`config.mk`:
```
export PLATFORM = sky130hd
export DESIGN_NAME = instr_fetch
export DESIGN_NICKNAME = d
export VERILOG_FILES = /design/src/rtl/mips_pkg.sv /design/src/rtl/instr_fetch_pc_next.sv /design/src/rtl/instr_fetch.sv
export SDC_FILE = /design/constraint.sdc
export NUM_CORES = 1
export LEC_CHECK = 0
export CAP_MARGIN = 30
export CORE_ASPECT_RATIO = 1.25
export CORE_UTILIZATION = 35
export DETAILED_ROUTE_END_ITERATION = 8
export PLACE_DENSITY = 0.81
export SYNTH_ARGS = -nofsm -noshare
export SYNTH_HDL_FRONTEND = slang
export SYNTH_SLANG_ARGS = --single-unit
```
`constraint.sdc`:
```
create_clock -name clk -period 3 [get_ports clk]
set_input_delay 0.6 -clock clk [delete_from_list [all_inputs] [get_ports clk]]
set_output_delay 0.6 -clock clk [all_outputs]
set_load 0.02 [all_outputs]
```
`src/rtl/mips_pkg.sv`:
```
// Shared MIPS front-end definitions.
// Holds the opcode constants that main_decoder also uses, the nop encoding,
// and the state encoding of the instruction-fetch controller.
package mips_pkg;

   localparam logic [5:0] OP_RTYPE = 6'b000000;
   localparam logic [5:0] OP_ADDI  = 6'b001000;
   localparam logic [5:0] OP_BEQ   = 6'b000100;
   localparam logic [5:0] OP_LW    = 6'b100011;
   localparam logic [5:0] OP_SW    = 6'b101011;

   localparam logic [31:0] INSTR_NOP = 32'h0000_0000;

   typedef enum logic [1:0] {
      ST_IDLE  = 2'd0,
      ST_REQ   = 2'd1,
      ST_VALID = 2'd2,
      ST_ERR   = 2'd3
   } fetch_state_t;

endpackage

```
`src/rtl/instr_fetch_pc_next.sv`:
```
// pc_next: combinational next-PC selection for the fetch stage.
// Ports:
//   pc            in  32  current PC
//   branch_taken  in   1  select the redirect target
//   branch_target in  32  redirect address; bits [1:0] are dropped
//   pc_plus4      out 32  pc + 4, wrapping at 2^32
//   next_pc       out 32  aligned target when branch_taken, else pc + 4
module pc_next (
   input  logic [31:0] pc,
   input  logic        branch_taken,
   input  logic [31:0] branch_target,
   output logic [31:0] pc_plus4,
   output logic [31:0] next_pc
);

   // Low target bits are discarded; fetch addresses are always word aligned.
   logic unused_tgt_lsb;
   assign unused_tgt_lsb = ^branch_target[1:0];

   assign pc_plus4 = pc + 32'd4;
   assign next_pc  = branch_taken ? {branch_target[31:2], 2'b00} : pc_plus4;

endmodule

```
`src/rtl/instr_fetch.sv`:
```
// instr_fetch: PC holder and instruction fetch controller feeding main_decoder.
// Requests words from instruction memory (ready-qualified), registers the
// returned word and holds it until the downstream stage consumes it. Branch
// redirects are taken only at the consume point.
// Optional feature macro: IMEM_TIMEOUT_EN (per-request wait-state limit,
// sticky fetch_timeout flag and terminal ERR state).
// Ports:
//   clk, reset_n                 clock, async active-low reset
//   imem_req/imem_addr           fetch request and word address (= pc)
//   imem_ready/imem_rdata        memory response
//   stall                        downstream hold
//   branch_taken/branch_target   redirect at consume
//   instr/op/instr_valid         registered instruction, op field, qualifier
//   pc/pc_plus4                  address of instr and its successor
//   fetch_timeout                sticky timeout error
//
// state    | meaning
// ST_IDLE  | post-reset bubble, no request
// ST_REQ   | request outstanding at pc, waiting for imem_ready
// ST_VALID | instr holds a valid word, waiting for consume
// ST_ERR   | request timed out, parked until reset (IMEM_TIMEOUT_EN only)
module instr_fetch
   import mips_pkg::*;
#(
   parameter logic [31:0] RESET_PC       = 32'h0000_0000,
   parameter int unsigned TIMEOUT_CYCLES = 16
) (
   input  logic        clk,
   input  logic        reset_n,
   output logic        imem_req,
   output logic [31:0] imem_addr,
   input  logic        imem_ready,
   input  logic [31:0] imem_rdata,
   input  logic        stall,
   input  logic        branch_taken,
   input  logic [31:0] branch_target,
   output logic [31:0] instr,
   output logic [5:0]  op,
   output logic        instr_valid,
   output logic [31:0] pc,
   output logic [31:0] pc_plus4,
   output logic        fetch_timeout
);

   fetch_state_t state_q, state_d;
   logic [31:0]  pc_q, instr_q, next_pc;
   logic         valid_q, load_instr, consume;

`ifdef IMEM_TIMEOUT_EN
   localparam int unsigned      CNT_W   = $clog2(TIMEOUT_CYCLES + 1);
   localparam logic [CNT_W-1:0] TO_LAST = CNT_W'(TIMEOUT_CYCLES - 1);
   logic [CNT_W-1:0] wait_cnt;
   logic             timeout_q, set_timeout;
`else
   localparam int unsigned UNUSED_TIMEOUT = TIMEOUT_CYCLES;
`endif

   pc_next u_pc_next (
      .pc            (pc_q),
      .branch_taken  (branch_taken),
      .branch_target (branch_target),
      .pc_plus4      (pc_plus4),
      .next_pc       (next_pc)
   );

   always_comb begin
      state_d    = state_q;
      load_instr = 1'b0;
      consume    = 1'b0;
`ifdef IMEM_TIMEOUT_EN
      set_timeout = 1'b0;
`endif
      case (state_q)
         ST_IDLE: state_d = ST_REQ;
         ST_REQ: begin
            if (imem_ready) begin
               load_instr = 1'b1;
               state_d    = ST_VALID;
            end
`ifdef IMEM_TIMEOUT_EN
            // A response on the limit cycle wins over the timeout.
            else if (wait_cnt == TO_LAST) begin
               set_timeout = 1'b1;
               state_d     = ST_ERR;
            end
`endif
         end
         ST_VALID: begin
            if (!stall) begin
               consume = 1'b1;
               state_d = ST_REQ;
            end
         end
`ifdef IMEM_TIMEOUT_EN
         ST_ERR: state_d = ST_ERR;
`endif
         default: state_d = ST_IDLE;
      endcase
   end

   always_ff @(posedge clk or negedge reset_n) begin
      if (!reset_n) begin
         state_q <= ST_IDLE;
         pc_q    <= RESET_PC;
         instr_q <= INSTR_NOP;
         valid_q <= 1'b0;
      end else begin
         state_q <= state_d;
         if (load_instr) begin
            instr_q <= imem_rdata;
            valid_q <= 1'b1;
         end
         if (consume) begin
            pc_q    <= next_pc;
            valid_q <= 1'b0;
         end
      end
   end

`ifdef IMEM_TIMEOUT_EN
   // Outside REQ the count is held at zero, so every entry to REQ starts fresh.
   always_ff @(posedge clk or negedge reset_n) begin
      if (!reset_n) begin
         wait_cnt  <= '0;
         timeout_q <= 1'b0;
      end else begin
         if (state_q != ST_REQ)
            wait_cnt <= '0;
         else if (!imem_ready)
            wait_cnt <= wait_cnt + CNT_W'(1);
         if (set_timeout)
            timeout_q <= 1'b1;
      end
   end
   assign fetch_timeout = timeout_q;
`else
   assign fetch_timeout = 1'b0;
`endif

   assign imem_req    = (state_q == ST_REQ);
   assign imem_addr   = pc_q;
   assign pc          = pc_q;
   assign instr       = instr_q;
   assign op          = instr_q[31:26];
   assign instr_valid = valid_q;

endmodule

```
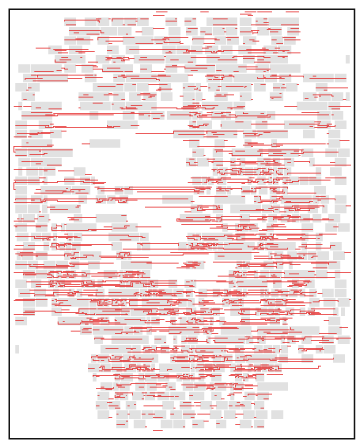
Run 1: M1 wires
Cells faint in the background.
main direction: horizontal
wire length on this layer: 5,290 um
share of all routed wire: 39%
nets with wire on the layer: 597
total via count in the routed design: 4,202
fraction of met1 tracks used by global routing: 0.257

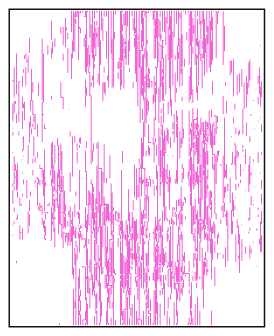
Run 1: signal wires on met2
main direction: vertical
wire length on this layer: 7,190 um
Total Routed Length: 13,500 um
met2 routing resource usage after global routing: 0.393

==> impl_report.txt, run 1 <==
IMPLEMENTATION SUMMARY REPORT
----------------------------------------------------
[Status]
  Status ........................ finished, final reports clean

[Synthesis]
  Portion of the post-synthesis area used by sequential elements ........................ 0.387
  Unique masters post-synth ........................ ~53
  Post-synth design cell area ........................ ~4200 sq um
  Area contributors post-synth ........................ dfrtp_1 39%, mux2_2 8.6%, buf_4 8.4%
  Top-area cell type share of the netlist area ........................ 0.387
  Async SR Flop Fraction ........................ 1.00
  Area share of fa/ha/maj cells after synthesis ........................ 0.00298

[Final timing]
  Headroom to the max-slew limit ........................ 0.501
  Tightest Pin Transition ........................ between 0.7 and 0.8 ns
  Total negative setup slack ........................ 0 ns
  Final hold viol count ........................ 0
  Highest clock rate ........................ between 0.3 and 0.4 GHz
  Ratio of final minimum period to clock period ........................ 0.983
  Least setup slack across all paths after layout ........................ between 0.05 and 0.06 ns
  Worst hold slack ........................ between 0.3 and 0.4 ns
  Final setup viols ........................ 0

[Job]
  Count of max-cap constraint violations ........................ 0
  Tool Warnings ........................ 30

[Clock network]
  Depth of the CTS H-tree ........................ 3
  Clock tree from TritonCTS ........................ done
  Clock tree root driver cell ........................ clkbuf_16
  Maximum buffer depth of the clock tree ........................ 2
  Clock latency at the later pin of the worst-skew pair ........................ approximately 0.33 ns
  Clock transition at path regs ........................ roughly 0.060 ns
  CTS-repair resized insts ........................ 35

[Layout]
  Count of clock buffers in the final design ........................ 10
  Clock tree cell share of total cell area ........................ 0.0496
  Total number of multi-input combinational cells ........................ 306
  Number of flip-flops in the largest register ........................ 32
  Leading cell type in the layout, fill and taps excluded ........................ clkdlybuf4s50_1
  Synth-to-layout area growth ........................ 57.9%
  Total number of nets in the final design ........................ between 700 and 800
  Flop area ........................ 1630 sq um
  Non-clk bufs ........................ roughly 250
  Filler-free cell count of the finished design ........................ 802
  Area-dominant class ........................ non-clock buffers
  Flops ........................ roughly 65
  Final-layout fill cell count ........................ about 1,000
  Most frequent cells in the layout ........................ 175 x clkdlybuf4s50_1, 65 x dfrtp_1, 51 x buf_4
  Summed area of non-filler cells in the final layout ........................ approximately 6600 sq um
  Fraction of layout cells with a size suffix above 1 ........................ 0.203
  Diodes inserted ........................ 0
  Area taken by multi-input logic gates ........................ 2130 sq um
  Post-layout utilization of the core ........................ 0.568

[Placed design]
  Cells after DPL ........................ 783
  Count of buffers from port buffering ........................ between 150 and 200
  Weighted congestion reported at the end of routability-driven placement ........................ 0.812
  Worst slack after detailed placement ........................ -0.0260 ns
  Area after detailed placement ........................ approximately 6300 sq um
  Post-DP HPWL ........................ 10,100 um

[Critical path]
  Category of the most critical setup path ........................ register to output pin
  Critical-path top delay cell ........................ or4_4
  R2R depth ........................ 6
  Largest delay contributor family on the critical path ........................ simple AND/OR/NAND/NOR gates
  Highest fanout seen on the critical path ........................ 11
  Capturing element of the worst setup path ........................ pc_plus4[20]
  Number of buffer and inverter instances along the worst setup path ........................ 2
  Critical path startpoint category ........................ register
  Crit. Startpoint ........................ imem_addr[2]
  Nature of the critical path endpoint ........................ output pin
  Setup slack on the worst flop-to-flop path ........................ between 0.9 and 1 ns
  Cell-by-cell listing of the critical path ........................ ha_2 -> nand3_4 -> or4_4 -> buf_4 -> nor2_1 -> xor2_1 -> clkdlybuf4s15_2
  Reg2reg end ........................ imem_addr[22]

[GRT]
  Number of antenna violations at the first check in global routing ........................ 0
  First-pass GRT wire length ........................ around 22,000 um
  Overflow left after global routing ........................ 0
  Largest net degree at the start of global routing ........................ 41
  Combined global-route utilization of all metal layers ........................ 0.220

[Floorplanning]
  Full die area ........................ ~12,000 sq um
  FP Util ........................ 0.360
  Number of rows created at floorplan ........................ ~44
  Tapcell Cnt ........................ 161
  IO Pins ........................ approximately 200
  Die X ........................ between 90 and 100 um
  Core area ........................ roughly 12,000 sq um

[Pwr]
  Part of the power in combinational logic ........................ 0.598
  Power density cells ........................ 1010 nW/um^2
  Clk power ........................ 1.15 mW
  Combinational cell power ........................ about 4 mW
  Switching power ........................ around 2.8 mW
  Peak ir drop on the vdd network ........................ 621 uV
  Seq. pwr ........................ 1.55 mW
  Switching share of total power ........................ 0.413
  Clock power share ........................ 0.171
  Int Pwr ........................ around 3.9 mW
  Largest power group ........................ combinational cells

[Detailed routing]
  Post-route DRC violation count ........................ 0
  Antenna-violating nets left ........................ 0
  Length of the first detailed-routing pass in iterations ........................ 4
  Average wire per cell in the routed design ........................ between 15 and 20 um
  Average vias per placed instance ........................ ~5.2
  DR iter-0 viols ........................ about 150
  Met1 Routed Length ........................ roughly 5300 um

[Hold path]
  Hold crit path type ........................ primary input to async pin

----------------------------------------------------
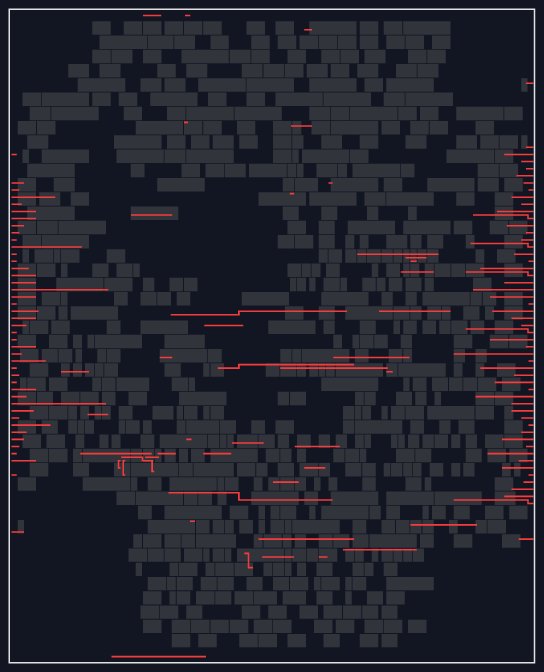
Run 1: signal wires on met3
Cells faint in the background.
wire length on this layer: 754 um
share of all routed wire: 5.6%
met3 capacity usage during global routing: 0.0460

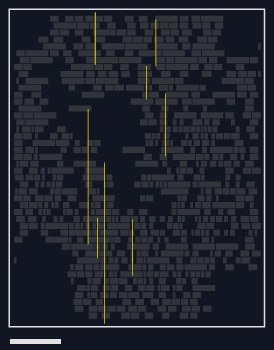
Run 1: metal 4
Bar = 20 um. Cells faint in the background.
wire length on this layer: 230 um
longest straight run: 63.2 um
main direction: vertical

==> run 2: changes to the inputs <==
--- a/config.mk
+++ b/config.mk
@@ -6,10 +6,12 @@
 export NUM_CORES = 1
 export LEC_CHECK = 0
 export CAP_MARGIN = 30
+export CELL_PAD_IN_SITES_DETAIL_PLACEMENT = 0
+export CELL_PAD_IN_SITES_GLOBAL_PLACEMENT = 1
 export CORE_ASPECT_RATIO = 1.25
-export CORE_UTILIZATION = 35
+export CORE_UTILIZATION = 30
 export DETAILED_ROUTE_END_ITERATION = 8
-export PLACE_DENSITY = 0.81
+export PLACE_DENSITY = 0.92
 export SYNTH_ARGS = -nofsm -noshare
 export SYNTH_HDL_FRONTEND = slang
 export SYNTH_SLANG_ARGS = --single-unit
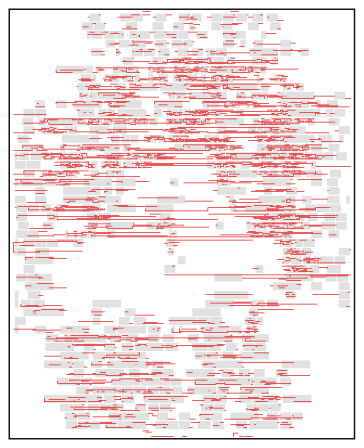
Run 2: M1 wires
Cells faint in the background.
share of all routed wire: 40%
wire length on this layer: 5,490 um
fraction of met1 tracks used by global routing: 0.226
total via count in the routed design: 4,160
Total Routed Length: 13,700 um

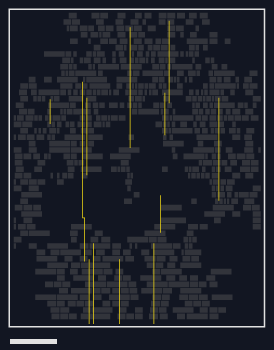
Run 2: metal 4
Bar = 20 um. Cells faint in the background.
share of all routed wire: 3.0%
main direction: vertical
longest straight run: 57.8 um
nets with wire on the layer: 10

==> run 2 against run 1 <==
- sequential power hardly changed
- combinational power hardly changed
- routed wire length is 1.6% higher
- synthesized cell count stayed put
- critical path depth is 2 lower
- via count is 1.0% lower
- worst setup slack better by 0.064 ns
- register-to-register slack hardly changed
- final cell count is 2.0% higher
- area after synthesis stayed put
- total power is 1.1% lower
- hold slack better by 0.044 ns
- critical endpoint is now pc_plus4[16]
- highest routed layer unchanged
==> impl_report.txt, run 2 <==
IMPLEMENTATION SUMMARY REPORT
----------------------------------------------------
[Layout]
  Flops ........................ 65 (unchanged)
  Area-dominant class ........................ non-clock buffers (unchanged)
  Non-clk bufs ........................ 249 (was 247)
  Total number of nets in the final design ........................ 708 (was 706)
  Total number of multi-input combinational cells ........................ 306 (unchanged)
  Leading cell type in the layout, fill and taps excluded ........................ clkdlybuf4s50_1 (unchanged)
  Filler-free cell count of the finished design ........................ 818 (was 802)
  Summed area of non-filler cells in the final layout ........................ 6620 sq um (was 6630 sq um)
  Post-layout utilization of the core ........................ 0.481 (was 0.568)
  Flop area ........................ 1630 sq um (unchanged)
  Number of flip-flops in the largest register ........................ 32 (unchanged)
  Area taken by multi-input logic gates ........................ 2100 sq um (was 2130 sq um)
  Diodes inserted ........................ 0 (unchanged)
  Synth-to-layout area growth ........................ 57.6% (was 57.9%)
  Clock tree cell share of total cell area ........................ 0.0463 (was 0.0496)
  Final-layout fill cell count ........................ 1,268 (was 1,038)
  Fraction of layout cells with a size suffix above 1 ........................ 0.207 (was 0.203)
  Count of clock buffers in the final design ........................ 10 (unchanged)
  Most frequent cells in the layout ........................ 174 x clkdlybuf4s50_1, 65 x dfrtp_1, 54 x buf_4 (was 175 x clkdlybuf4s50_1, 65 x dfrtp_1, 51 x buf_4)

[Detailed routing]
  DR iter-0 viols ........................ 185 (was 150)
  Met3 WL post-DR ........................ 736 um (was 753 um)
  Antenna-violating nets left ........................ 0 (unchanged)
  Met1 Routed Length ........................ 5490 um (was 5290 um)
  Average wire per cell in the routed design ........................ 16.7 um (was 16.8 um)
  Post-route DRC violation count ........................ 0 (unchanged)
  Length of the first detailed-routing pass in iterations ........................ 4 (unchanged)
  Average vias per placed instance ........................ 5.09 (was 5.24)

[Synthesis]
  Unique masters post-synth ........................ 53 (unchanged)
  Async SR Flop Fraction ........................ 1.00 (unchanged)
  Biggest area consumer among synthesized cells ........................ dfrtp_1 (unchanged)
  Area contributors post-synth ........................ dfrtp_1 39%, mux2_2 8.6%, buf_4 8.4% (unchanged)
  EDFF count, synth ........................ 0 (unchanged)
  AO/OA Area Share ........................ 0.117 (unchanged)
  Post-synth design cell area ........................ 4200 sq um (unchanged)
  Portion of the post-synthesis area used by sequential elements ........................ 0.387 (unchanged)
  Area share of fa/ha/maj cells after synthesis ........................ 0.00298 (unchanged)
  Chip area estimate from yosys synthesis ........................ 4200 sq um (unchanged)
  Top-area cell type share of the netlist area ........................ 0.387 (unchanged)

[Pwr]
  Leakage Power ........................ 2.69 nW (was 2.70 nW)
  Clk power ........................ 1.08 mW (was 1.15 mW)
  Part of the power in combinational logic ........................ 0.607 (was 0.598)
  Switching share of total power ........................ 0.417 (was 0.413)
  Peak ir drop on the vdd network ........................ 503 uV (was 621 uV)
  Combinational cell power ........................ 4.04 mW (was 4.02 mW)
  Largest power group ........................ combinational cells (unchanged)
  Clock power share ........................ 0.162 (was 0.171)
  Seq. pwr ........................ 1.53 mW (was 1.55 mW)
  Power density cells ........................ 1000 nW/um^2 (was 1010 nW/um^2)
  Switching power ........................ 2.77 mW (was 2.78 mW)
  Int Pwr ........................ 3.88 mW (was 3.95 mW)

[Final timing]
  Total negative setup slack ........................ 0 ns (unchanged)
  Final hold viol count ........................ 0 (unchanged)
  Highest clock rate ........................ 0.347 GHz (was 0.339 GHz)
  Ratio of final minimum period to clock period ........................ 0.962 (was 0.983)
  Clk_skew ........................ 0.00818 ns (was 0.00561 ns)
  Tightest Pin Transition ........................ 0.869 ns (was 0.749 ns)
  Least setup slack across all paths after layout ........................ 0.115 ns (was 0.0510 ns)
  Headroom to the max-slew limit ........................ 0.421 (was 0.501)
  Worst hold slack ........................ 0.381 ns (was 0.337 ns)
  Final setup viols ........................ 0 (unchanged)

[Clock network]
  Clock latency at the later pin of the worst-skew pair ........................ 0.33 ns (about the same)
  Clock tree root driver cell ........................ clkbuf_16 (unchanged)
  Total setup buffers inserted after CTS ........................ 3 (unchanged)
  Clock tree from TritonCTS ........................ done (unchanged)
  CTS-repair resized insts ........................ 29 (was 35)
  Clock transition at path regs ........................ 0.06 ns (about the same)
  Maximum buffer depth of the clock tree ........................ 2 (unchanged)
  Depth of the CTS H-tree ........................ 3 (unchanged)

[Placed design]
  Post-DP HPWL ........................ 10,200 um (was 10,100 um)
  Area after detailed placement ........................ 6290 sq um (was 6260 sq um)
  Count of buffers from port buffering ........................ 196 (unchanged)
  Weighted congestion reported at the end of routability-driven placement ........................ 0.883 (was 0.812)
  Cells after DPL ........................ 799 (was 783)
  Worst slack after detailed placement ........................ 0.0283 ns (was -0.0260 ns)

[GRT]
  Overflow left after global routing ........................ 0 (unchanged)
  Most Used Layer, Global Route ........................ met2 (unchanged)
  Number of global-route vias before repair ........................ 4,197 (was 4,300)
  Combined global-route utilization of all metal layers ........................ 0.192 (was 0.220)
  Met2 routing resource usage after global routing ........................ 0.338 (was 0.393)
  First-pass GRT wire length ........................ 21,400 um (was 21,500 um)
  Number of antenna violations at the first check in global routing ........................ 0 (unchanged)
  Largest net degree at the start of global routing ........................ 66 (was 41)
  Met3 capacity usage during global routing ........................ 0.0253 (was 0.0460)

[Floorplanning]
  Number of rows created at floorplan ........................ 48 (was 44)
  Core area ........................ 13,800 sq um (was 11,700 sq um)
  Tapcell Cnt ........................ 175 (was 161)
  IO Pins ........................ 206 (unchanged)
  Die X ........................ 108 um (was 100 um)
  FP Util ........................ 0.305 (was 0.360)
  Full die area ........................ 14,500 sq um (was 12,400 sq um)

[Critical path]
  Setup slack on the worst flop-to-flop path ........................ 0.97 ns (was 0.96 ns)
  Reg2reg end ........................ imem_addr[22] (unchanged)
  Largest delay contributor family on the critical path ........................ simple AND/OR/NAND/NOR gates (unchanged)
  Nature of the critical path endpoint ........................ output pin (unchanged)
  Critical-path top delay cell ........................ or4_2 (was or4_4)
  Cell-by-cell listing of the critical path ........................ nand3_4 -> or4_2 -> nor2_1 -> xor2_1 -> dlygate4sd2_1 (was ha_2 -> nand3_4 -> or4_4 -> buf_4 -> nor2_1 -> xor2_1 -> clkdlybuf4s15_2)
  R2R depth ........................ 6 (unchanged)
  Number of buffer and inverter instances along the worst setup path ........................ 1 (was 2)
  Capturing element of the worst setup path ........................ pc_plus4[16] (was pc_plus4[20])
  Critical path startpoint category ........................ register (unchanged)
  Logic depth of the worst setup path including buffers ........................ 5 (was 7)
  Crit. Startpoint ........................ imem_addr[10] (was imem_addr[2])
  Category of the most critical setup path ........................ register to output pin (unchanged)
  Highest fanout seen on the critical path ........................ 4 (was 11)

[Hold path]
  Hold crit path type ........................ primary input to async pin (unchanged)

[Job]
  Count of max-cap constraint violations ........................ 0 (unchanged)
  Tool Warnings ........................ 29 (was 30)

[Status]
  Status ........................ finished, final reports clean (unchanged)

----------------------------------------------------
Power and IR drop assume default switching activity.
